==> src/rtl/seg_scan_ctrl.sv <==
// Four-digit common-anode scan controller with per-slot blanking and a frame-synchronous commit.
// Optional build macro: SEG_LEADING_ZERO_BLANK_EN (suppresses leading-zero digits).
module seg_scan_ctrl #(
    parameter int unsigned REFRESH_DIV  = 50000,
    parameter int unsigned BLANK_CYCLES = 500
) (
    input  logic       clk,
    input  logic       rst_n,
    input  logic       en,
    input  logic       wr_en,
    input  logic [1:0] wr_addr,
    input  logic [3:0] wr_data,
    output logic [3:0] digit_out,
    output logic [3:0] an,
    output logic       frame_start
);
    localparam int unsigned   CW         = (REFRESH_DIV > 1) ? $clog2(REFRESH_DIV) : 1;
    localparam logic [CW-1:0] CNT_LAST   = CW'(REFRESH_DIV - 1);
    localparam logic [CW-1:0] BLANK_LAST = CW'(BLANK_CYCLES - 1);

    typedef enum logic {BLANK, SHOW} state_t;

    state_t          state, state_nxt;
    logic [CW-1:0]   cnt, cnt_nxt;
    logic [1:0]      sel, sel_nxt;
    logic            commit;
    logic [3:0][3:0] shadow, shadow_nxt;
    logic [3:0][3:0] active, active_nxt;
    logic [3:0]      an_nxt, digit_nxt;

    always_ff @(posedge clk or negedge rst_n) begin
        if (!rst_n) begin
            state <= BLANK;
            cnt   <= '0;
            sel   <= '0;
        end else begin
            state <= state_nxt;
            cnt   <= cnt_nxt;
            sel   <= sel_nxt;
        end
    end

    always_comb begin
        state_nxt = state;
        cnt_nxt   = cnt;
        sel_nxt   = sel;
        commit    = 1'b0;
        if (!en) begin
            state_nxt = BLANK;
            cnt_nxt   = '0;
            sel_nxt   = '0;
        end else begin
            case (state)
                BLANK: begin
                    cnt_nxt = cnt + 1'b1;
                    if (cnt == BLANK_LAST)
                        state_nxt = SHOW;
                end
                SHOW: begin
                    if (cnt == CNT_LAST) begin
                        cnt_nxt   = '0;
                        sel_nxt   = sel + 1'b1;
                        state_nxt = BLANK;
                        commit    = (sel == 2'd3);
                    end else begin
                        cnt_nxt = cnt + 1'b1;
                    end
                end
                default: state_nxt = BLANK;
            endcase
        end
    end

    // A write landing on the commit edge is merged so it appears in the new frame.
    always_comb begin
        shadow_nxt = shadow;
        if (wr_en)
            shadow_nxt[wr_addr] = wr_data;
        active_nxt = commit ? shadow_nxt : active;
    end

    always_ff @(posedge clk or negedge rst_n) begin
        if (!rst_n) begin
            shadow <= '0;
            active <= '0;
        end else begin
            shadow <= shadow_nxt;
            active <= active_nxt;
        end
    end

`ifdef SEG_LEADING_ZERO_BLANK_EN
    logic lead_zero;

    always_comb begin
        lead_zero = (sel_nxt != 2'd0);
        for (int unsigned i = 0; i < 4; i++) begin
            if (i >= 32'(sel_nxt) && active_nxt[i] != 4'd0)
                lead_zero = 1'b0;
        end
    end
`endif

    // Outputs are decoded from next-state values and registered, so they change with the state.
    always_comb begin
        an_nxt    = 4'b1111;
        digit_nxt = 4'hF;
        if (state_nxt == SHOW) begin
            an_nxt    = ~(4'b0001 << sel_nxt);
            digit_nxt = active_nxt[sel_nxt];
`ifdef SEG_LEADING_ZERO_BLANK_EN
            if (lead_zero) begin
                an_nxt    = 4'b1111;
                digit_nxt = 4'hF;
            end
`endif
        end
    end

    always_ff @(posedge clk or negedge rst_n) begin
        if (!rst_n) begin
            an          <= 4'b1111;
            digit_out   <= 4'hF;
            frame_start <= 1'b0;
        end else begin
            an          <= an_nxt;
            digit_out   <= digit_nxt;
            frame_start <= commit;
        end
    end

endmodule

==> config.mk <==
export PLATFORM = sky130hd
export DESIGN_NAME = seg_scan_ctrl
export DESIGN_NICKNAME = d
export VERILOG_FILES = /design/src/rtl/seg_scan_ctrl.sv
export SDC_FILE = /design/constraint.sdc
export NUM_CORES = 1
export LEC_CHECK = 0
export ABC_AREA = 1
export CELL_PAD_IN_SITES_DETAIL_PLACEMENT = 0
export CELL_PAD_IN_SITES_GLOBAL_PLACEMENT = 2
export CORE_ASPECT_RATIO = 1.1
export CORE_UTILIZATION = 38
export CTS_CLUSTER_SIZE = 28
export DETAILED_ROUTE_END_ITERATION = 10
export GPL_TIMING_DRIVEN = 0
export PLACE_DENSITY = 0.92
export SLEW_MARGIN = 10
export SYNTH_ARGS = -nofsm -noshare
export SYNTH_HDL_FRONTEND = slang
export SYNTH_SLANG_ARGS = --single-unit
==> constraint.sdc <==
create_clock -name clk -period 3.75 [get_ports clk]
set_clock_uncertainty 0.1 [all_clocks]
set_input_delay 0.75 -clock clk [delete_from_list [all_inputs] [get_ports clk]]
set_output_delay 0.75 -clock clk [all_outputs]
set_load 0.01 [all_outputs]
run_1/io_fan.png
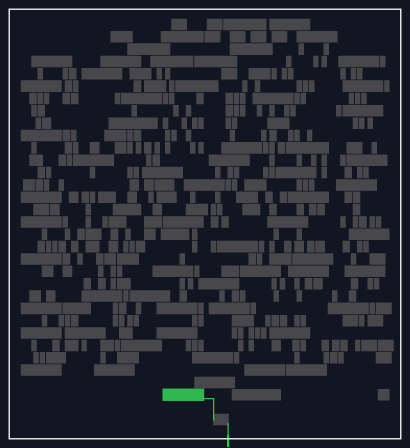
legend:
  `frame_start`:
    colour: green
    bits: 1
    direction: output
    edge: bottom
    end_cells: 1
    buffers: 1
    wire: 9.90 µm
PortBufs: 17
Ports: 19

run_1/placement_by_type.png
Fill, decap, tap and diode cells in grey.
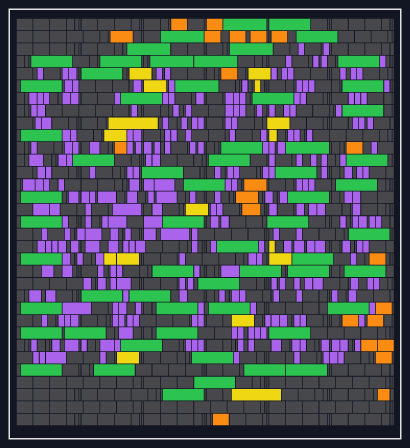
legend:
  combinational and other logic:
    colour: purple
    cells: 293
    share_of_their_area: 41%
  remaining buffers and delay cells:
    colour: orange
    cells: 22
    share_of_their_area: 6.8%
  sequential cells:
    colour: green
    cells: 60
    share_of_their_area: 45%
  clock drivers and dummy loads:
    colour: yellow
    cells: 16
    share_of_their_area: 6.5%
design area: 3460 µm²
Finished Core Util: 46.3%

run_1/placement.png
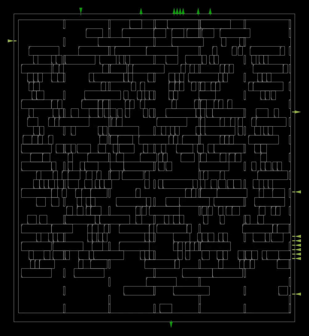
tap cell count: 105
Final Non-Filler Cells: 496

==> out/results.ini, run 1 <==
[status]
status=completed

[critical_path]
required_ps=3920
max_stage_delay_ps=500
crit_buf_inv=3
crit_start=wr_addr[0]
worst-setup-path-type=in2reg
crit_cells=11
cp.arrival_ps=2500
startpoint_type=input port
cp-endpoint=digit_out[2]
reg2reg_slack_ps=1760
cpMaxStageDelayCell=clkdlybuf4s50_1

[clocking]
postCtsSetupBuffers=0
hold_buffers=0
clkLatencyLatePin_ps=340
path_clk_slew_ps=70
cts_tree=yes
cts_htree_levels=3

[detailed_routing]
wl_met2_um=3080
drc=0
routed_wl_um=6080
ant_nets=0
dr.pass1.iters=5
drt-met1-wl_um=2660
detail_route.wl_per_cell_um=12.3
dr_wl_met3_um=224

[power]
combPwrFrac_pct=6.5
p_sw_w=0.000322
pg_comb_w=0.0000924
p_total_w=0.00142
peakVddDrop_uv=168
pg_seq_w=0.000686
pwr-share-clk_pct=45.3
pg_clk_w=0.000646
p_per_area_nw_per_um2=412
swShare_pct=22.6
top_power_group=sequential cells

[grt]
grt_util_met2_pct=29.8
grt_pass1_vias=2242
use_met1_pct=21.3
grt_pass1_wl_um=10700
grt_max_degree=61
grtUsageTotal_pct=17.7
antenna_found_initial=0
grt.overflow.total=0
use_met3_pct=4.04
grt_busiest_layer=met2

[synthesis]
ys_warn_count=0
synthAdderAreaFrac_pct=0.850
synthArstFlopShare_pct=100
ys_ff=60
edf_count=0
yosys.area_share.xor_xnor_pct=1.19
synth_area_um2=2940
ys_sh_mux_pct=0.383
yosys_area_um2=2940
netlist_top_cells_count=nand2_1 (85), inv_1 (72), dfrtp_1 (52)
syn-num-nets=370
topCombFamilyByArea=simple AND/OR/NAND/NOR gates
synth.avg_cell_area_um2=8.22
ys_sh_simple_pct=30.0

[place]
globalplace.congestion=0.763
place_area_um2=3240
dp_hpwl_um=4370

[cells_and_area]
dominant-cell-class=sequential cells
logic_area_um2=1090
lay_top_cells=nand2_1 (85), inv_1 (72), dfrtp_1 (52)
n_fill_cell=749
n_antenna_cell=0
nets=398
buf_share_pct=6.58
nClkBuffers=12
clockNetworkAreaShare_pct=6.29
seq_cell_count=60
regArea_um2=1510
signal_buffers=22
comb_area_share_pct=31.6
layout_top_cell=nand2_1

[sta]
whs_ps=360
finalClockPeriodUsage_pct=62.1
drv_slew=0
hold_viol_final=0
fin_setup_tns_ps=0
fmax_ghz=0.429

[run]
tool_warnings=26

[floorplan]
die_w_um=85.9
die_y_um=94.3
floorplan.core_util_pct=39.4
dieArea_um2=8100

[hold_path]
hold_class=reg2reg

[run 1: how the worst min path moves through the flow]
stage	start	endpoint	cells past startpoint
5_1_grt	cnt[0]	cnt[0]	1
2_1_floorplan	cnt[0]	cnt[0]	1
3_5_place_dp	cnt[0]	cnt[0]	1
4_1_cts	cnt[0]	cnt[0]	1
3_3_place_gp	cnt[0]	cnt[0]	1
6_report	cnt[0]	cnt[0]	1
[run 1: worst register-to-register path: cells and delay by family, from the launching register on]
kind	cells	cell delay, ps
adder cells (fa/ha/maj)	1	250
flip-flops	1	370
AND/OR/NAND/NOR	9	1040
buffers and inverters	1	140
[run 1: registers in the layout, summed over array words and instances, names as in the netlist]
register	count
sel	2
shadow	16
digit_out	4
an	4
cnt	16
state	1
active	16
frame_start	1
run_1/layer_met3.png
The bar under the picture is 20 µm long.
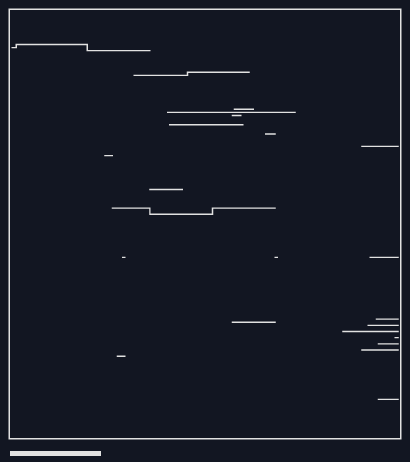

==> run 1 -> run 2 <==
Settings changed: CORE_UTILIZATION 38 to 32, PLACE_DENSITY 0.92 to 0.84.
Clock period 3.75 ns to 2.07 ns, I/O delays scaled along.
run_2/layer_met3.png
The bar under the picture is 20 µm long.
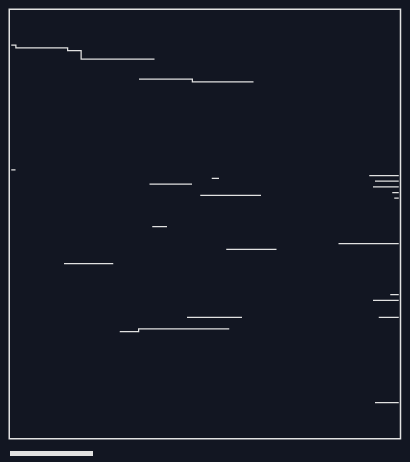
share of all routed wire: 3.3%
wire length on this layer: 209 µm
main direction: horizontal
Total Routed Length: 6260 µm
Vias: 2226
GR Util met3: 4.72%

==> run 2 against run 1 <==
Sequential power increased by 81%. Largest cell class unchanged. Count of clock-buffer cells in the layout is 2 lower. Clock power is 84% higher. Wire length up 3.0%. Final cell count rose by 1.8%. Core utilization down 6.9 points.
==> out/results.ini, run 2 <==
[synthesis]
top_area_share_pct=44.2
synth_area_leader_cell=dfrtp_1
synthArstFlopShare_pct=100  ; unchanged
ys_ff=60  ; unchanged
ys_warn_count=0  ; unchanged
ys_seq_share_pct=51.4
ys_types=31
yosys_area_um2=2940  ; unchanged
synth_area_um2=2940  ; unchanged
synth.avg_cell_area_um2=8.22  ; unchanged
syn-num-nets=370  ; unchanged
synthesis.instances=358
netlist_top_cells_count=nand2_1 (85), inv_1 (72), dfrtp_1 (52)
ys_cells=358
edf_count=0  ; unchanged
synth_top_cell_by_count=nand2_1
synthFlopType=dfrtp_1
top_cells_by_area=dfrtp_1 (44%), nand2_1 (11%), inv_1 (9.2%), dfstp_2 (7.1%), nand3_1 (5.3%)

[status]
status=completed

[clocking]
cts_tree=yes
postCtsSetupBuffers=0  ; unchanged
cts_root_buffer=clkbuf_8
cts_resized=0
cts_sinks=60
cts_max_path_buffers=2
cts_htree_levels=3  ; unchanged
clkLatencyLatePin_ps=340  ; about the same
hold_buffers=0  ; unchanged
cts_buffers=9
path_clk_slew_ps=70  ; about the same

[sta]
period_minus_slack_ps=1900
layout_setup_ws_ps=165
hold_viol_final=0  ; unchanged
rsz0062_at_grt=true
max_slew_margin_pct=47.7
fin_setup_tns_ps=0  ; unchanged
whs_ps=19.9  ; -340 ps
finalClockPeriodUsage_pct=92.0
fmax_ghz=0.525
drv_slew=0  ; unchanged
setup_viol=0
tightest_slew_ps=784

[power]
swShare_pct=23.3  ; +0.72 points
p_sw_w=0.000608  ; +89%
pwr-share-clk_pct=45.8  ; +0.5 points
p_total_w=0.00261  ; +83%
power_leakage_nw=1.71
power_frac_seq_pct=47.7
pg_seq_w=0.00124  ; +81%
top_power_group=sequential cells
pg_comb_w=0.000170  ; +84%
intPower_w=0.00200
p_per_area_nw_per_um2=746  ; +81%
peakVddDrop_uv=369  ; +120%
combPwrFrac_pct=6.5  ; about the same
pg_clk_w=0.00119  ; +84%

[critical_path]
critPathCaptureType=output port
worst-setup-path-type=reg2out
path_cells=clkdlybuf4s50_1
cp.arrival_ps=1390  ; -1110 ps
required_ps=1560  ; -2360 ps
reg2reg_slack_ps=170  ; -1590 ps
max_stage_delay_ps=530  ; +30 ps
crit_cells=1  ; -10
rr_endpoint=digit_out[3]
reg2reg_from=cnt[0]
crit_start=an[2]
reg2regPathDepth=12
startpoint_type=flop
cpMaxStageDelayCell=dfstp_2
crit_fanout=1
crit_buf_inv=1  ; -2
cp-endpoint=an[2]
crit_family=flip-flops

[floorplan]
die_y_um=103  ; +8.8%
fp.coreArea_um2=8870
die_w_um=93.4  ; +8.8%
io_pins=19  ; unchanged
floorplan.core_util_pct=33.2  ; -6.2 points
dieArea_um2=9580  ; +18%
std_cell_rows=36

[cells_and_area]
finalNonFillerCells=505  ; +1.8%
n_antenna_cell=0  ; unchanged
layout_top_cell=nand2_1
finalInstanceArea_um2=3490  ; +1.0%
fin_util_pct=39.4  ; -6.9 points
area_growth_pct=18.7
nets=398  ; unchanged
drive_above_1_share_pct=14.8
lay_top_cells=nand2_1 (85), inv_1 (71), dfrtp_1 (52)
largestRegisters=active: 16 flops, cnt: 16 flops, shadow: 16 flops

[detailed_routing]
drt_iter0_markers=108
detail_route.wl_per_cell_um=12.4  ; +1.1%
drt-met1-wl_um=2790  ; +4.9%
dr_wl_met3_um=208  ; -7.1%
drc=0  ; unchanged
dr.pass1.iters=4  ; -1
ant_nets=0  ; unchanged
wl_met2_um=3170  ; +3.0%
viasPerCell=4.41
top_layer_used=met4

[grt]
grt_pass1_wl_um=10700  ; +0.25%
grt_max_degree=61  ; unchanged
grt_util_met2_pct=27.0  ; -2.8 points
grtUsageTotal_pct=15.1  ; -2.5 points
grt_pass1_vias=2263  ; +0.94%
use_met1_pct=17.0  ; -4.3 points
grt_busiest_layer=met2
antenna_found_initial=0  ; unchanged
grt.overflow.total=0  ; unchanged

[place]
pre_cts_slack_ps=-203
dp_hpwl_um=4610  ; +5.5%
place_inst=489
globalplace.congestion=0.734  ; -3.8%
io_buffer_count=17  ; unchanged
place_area_um2=3250  ; +0.35%

[hold_path]
hold_class=in2async

[run]
max-cap-violations=0
tool_warnings=27  ; +3.8%

run_2/layer_met2.png
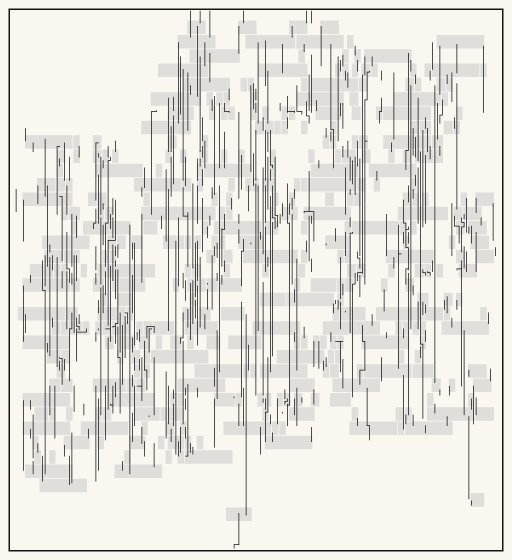
wire length on this layer: 3170 µm
longest straight run: 56.4 µm
share of all routed wire: 51%
nets with wire on the layer: 310
main direction: vertical

-- run 2: cell counts after synthesis --
Identical to the previous run, type by type.
-- run 2: cells by family (layout without fill, tap and decap cells) --
| family | Yosys count | count (layout) | share of synthesized area [%] |
|---|---|---|---|
| AOI/OAI and AO/OA | 26 | 26 | 4.68 |
| muxes | 1 | 1 | 0.383 |
| adders and majority gates | 2 | 2 | 0.850 |
| buffers and inverters | 79 | 112 | 11.5 |
| xor gates and xnor gates | 4 | 4 | 1.19 |
| DFF | 60 | 60 | 51.4 |
| and+or+nand+nor | 186 | 186 | 30.0 |
-- run 2: area by class of cell --
type	count	area (µm²)
buffer	5	60.1
clock buffer	10	138
multi-input combinational	219	1110
clock inverter	6	86.3
tap	114	143
fill	939	5380
sequential	60	1510
inverter	74	279
timing repair buffer	17	168
==> run 2 -> run 3 <==
Settings changed: SKIP_CTS_REPAIR_TIMING set to 1.
run_3/layer_met2.png
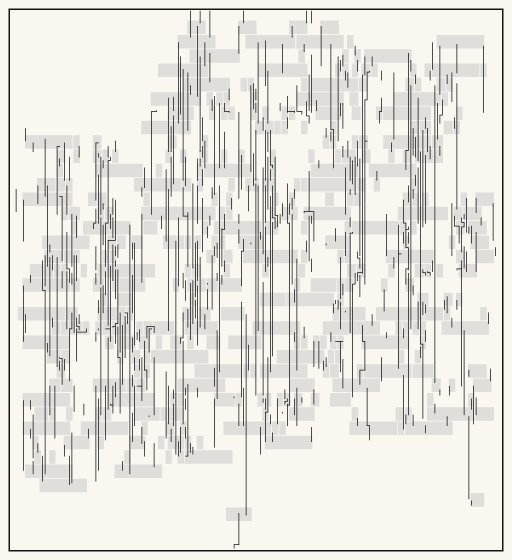
main direction: vertical
wire length on this layer: 3170 µm
share of all routed wire: 51%
longest straight run: 56.4 µm
nets with wire on the layer: 310
GR Util met2: 27.0%

==> run 3 against run 2 <==
Power did not move. Die size did not move. Sequential share of layout area did not move. Sequential cell count did not move. Via count did not move. Highest routed layer unchanged.
==> out/results.ini, run 3 <==
[sta]
drv_slew=0  ; unchanged
hold_viol_final=0  ; unchanged
setup_viol=0  ; unchanged
period_minus_slack_ps=1900  ; unchanged
layout_setup_ws_ps=165  ; unchanged
rsz0062_at_grt=true
finalClockPeriodUsage_pct=92.0  ; unchanged
max_slew_margin_pct=47.7  ; unchanged
fmax_ghz=0.525  ; unchanged
tightest_slew_ps=784  ; unchanged

[place]
dp_hpwl_um=4610  ; unchanged
place_inst=489  ; unchanged
globalplace.congestion=0.734  ; unchanged
place_area_um2=3250  ; unchanged
pre_cts_slack_ps=-203  ; unchanged
io_buffer_count=17  ; unchanged

[status]
status=completed

[detailed_routing]
detail_route.wl_per_cell_um=12.4  ; unchanged
drc=0  ; unchanged
ant_nets=0  ; unchanged
viasPerCell=4.41  ; unchanged
drt_iter0_markers=108  ; unchanged
routed_wl_um=6260  ; unchanged
vias=2226  ; unchanged
dr.pass1.iters=4  ; unchanged

[clocking]
path_clk_slew_ps=70  ; about the same
cts_sinks=60  ; unchanged
cts_tree=yes
cts_max_path_buffers=2  ; unchanged
cts_buffers=9  ; unchanged
cts_root_buffer=clkbuf_8
cts_htree_levels=3  ; unchanged
clkLatencyLatePin_ps=340  ; about the same

[synthesis]
ys_cells=358  ; unchanged
ys_sh_mux_pct=0.383  ; unchanged
synth_top_cell_by_count=nand2_1
yosys_area_um2=2940  ; unchanged
ys_warn_count=0  ; unchanged
ys_types=31  ; unchanged
ys_ff=60  ; unchanged
ys_seq_share_pct=51.4  ; unchanged
top_cells_by_area=dfrtp_1 (44%), nand2_1 (11%), inv_1 (9.2%), dfstp_2 (7.1%), nand3_1 (5.3%)
synthAdderAreaFrac_pct=0.850  ; unchanged
netlist_top_cells_count=nand2_1 (85), inv_1 (72), dfrtp_1 (52)
yosys.area_share.xor_xnor_pct=1.19  ; unchanged
synthesis.instances=358  ; unchanged
synthFlopType=dfrtp_1
edf_count=0  ; unchanged
synth.avg_cell_area_um2=8.22  ; unchanged
topCombFamilyByArea=simple AND/OR/NAND/NOR gates
top_area_share_pct=44.2  ; unchanged
synth_area_um2=2940  ; unchanged
syn-num-nets=370  ; unchanged
ys_sh_simple_pct=30.0  ; unchanged
ys_sh_aoi_pct=4.68  ; unchanged
synth_area_leader_cell=dfrtp_1
synthArstFlopShare_pct=100  ; unchanged

[grt]
grt_pass1_vias=2263  ; unchanged
antenna_found_initial=0  ; unchanged
grt_pass1_wl_um=10700  ; unchanged
grt.overflow.total=0  ; unchanged
grtUsageTotal_pct=15.1  ; unchanged
grt_max_degree=61  ; unchanged

[power]
intPower_w=0.00200  ; unchanged
p_per_area_nw_per_um2=746  ; unchanged
swShare_pct=23.3  ; unchanged
top_power_group=sequential cells
pwr-share-clk_pct=45.8  ; about the same
p_total_w=0.00261  ; unchanged
power_frac_seq_pct=47.7  ; about the same
combPwrFrac_pct=6.5  ; about the same
p_sw_w=0.000608  ; unchanged
power_leakage_nw=1.71  ; unchanged
pg_seq_w=0.00124  ; about the same
pg_comb_w=0.000170  ; about the same
pg_clk_w=0.00119  ; about the same
peakVddDrop_uv=369  ; unchanged

[critical_path]
max_stage_delay_ps=530  ; about the same
crit_fanout=1  ; unchanged
worst-setup-path-type=reg2out
reg2reg_from=cnt[0]
crit_family=flip-flops
cpMaxStageDelayCell=dfstp_2
reg2reg_slack_ps=170  ; about the same
crit_start=an[2]
reg2regPathDepth=12  ; unchanged
cp.arrival_ps=1390  ; about the same
startpoint_type=flop
rr_endpoint=digit_out[3]
critPathCaptureType=output port
cp-endpoint=an[2]
required_ps=1560  ; about the same
path_cells=clkdlybuf4s50_1
crit_buf_inv=1  ; unchanged
crit_cells=1  ; unchanged

[cells_and_area]
logic_area_um2=1110  ; unchanged
drive_above_1_share_pct=14.8  ; unchanged
largestRegisters=active: 16 flops, cnt: 16 flops, shadow: 16 flops
regArea_um2=1510  ; unchanged
layout_top_cell=nand2_1
n_antenna_cell=0  ; unchanged
lay_top_cells=nand2_1 (85), inv_1 (71), dfrtp_1 (52)
nets=398  ; unchanged
area_growth_pct=18.7  ; unchanged
n_fill_cell=939  ; unchanged
fin_util_pct=39.4  ; unchanged
finalInstanceArea_um2=3490  ; unchanged
finalNonFillerCells=505  ; unchanged

[floorplan]
die_y_um=103  ; unchanged
fp.coreArea_um2=8870  ; unchanged
dieArea_um2=9580  ; unchanged
die_w_um=93.4  ; unchanged
io_pins=19  ; unchanged
std_cell_rows=36  ; unchanged
floorplan.core_util_pct=33.2  ; unchanged

[run]
tool_warnings=27  ; unchanged
max-cap-violations=0  ; unchanged

[hold_path]
hold_class=in2async

run_3/io_fan.png
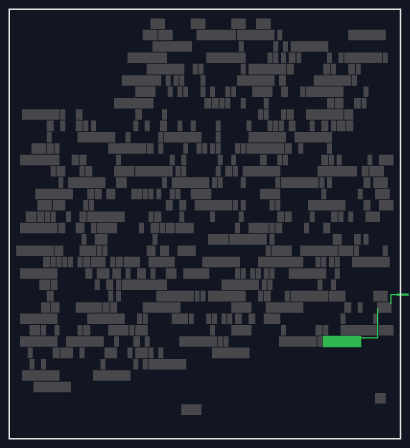
legend:
  `frame_start`:
    colour: green
    bits: 1
    direction: output
    edge: right
    end_cells: 1
    buffers: 1
    wire: 15.2 µm

## run 3: metrics by stage
stage | TNS [ps] | hold WS (ps)
3_3_place_gp | -85950 | 347
6_report | 0 | 19.9
2_1_floorplan | 0 | 18.4
5_1_grt | -19.4 | 108
3_5_place_dp | -599 | 355
4_1_cts | 0 | 63.8
## run 3: per-layer routing
metal	part of all wire, %	wire [µm]	track usage (%)	up-vias
met1	45	2790	17.0	1038
met3	3.3	208	4.72	7
met2	51	3170	27.0	28
met5	0	0	0	-
met4	1.4	90	5.68	0
li1	-	-	-	1153
## run 3: area by class of cell
class / count / area share, %
buffer: 5 / 1.72
clock buffer: 10 / 3.94
clock inverter: 6 / 2.47
inverter: 74 / 7.98
multi-input combinational: 219 / 31.8
sequential: 60 / 43.3
tap: 114 / 4.08
timing repair buffer: 17 / 4.80
Power is estimated from default activity; no workload was simulated.
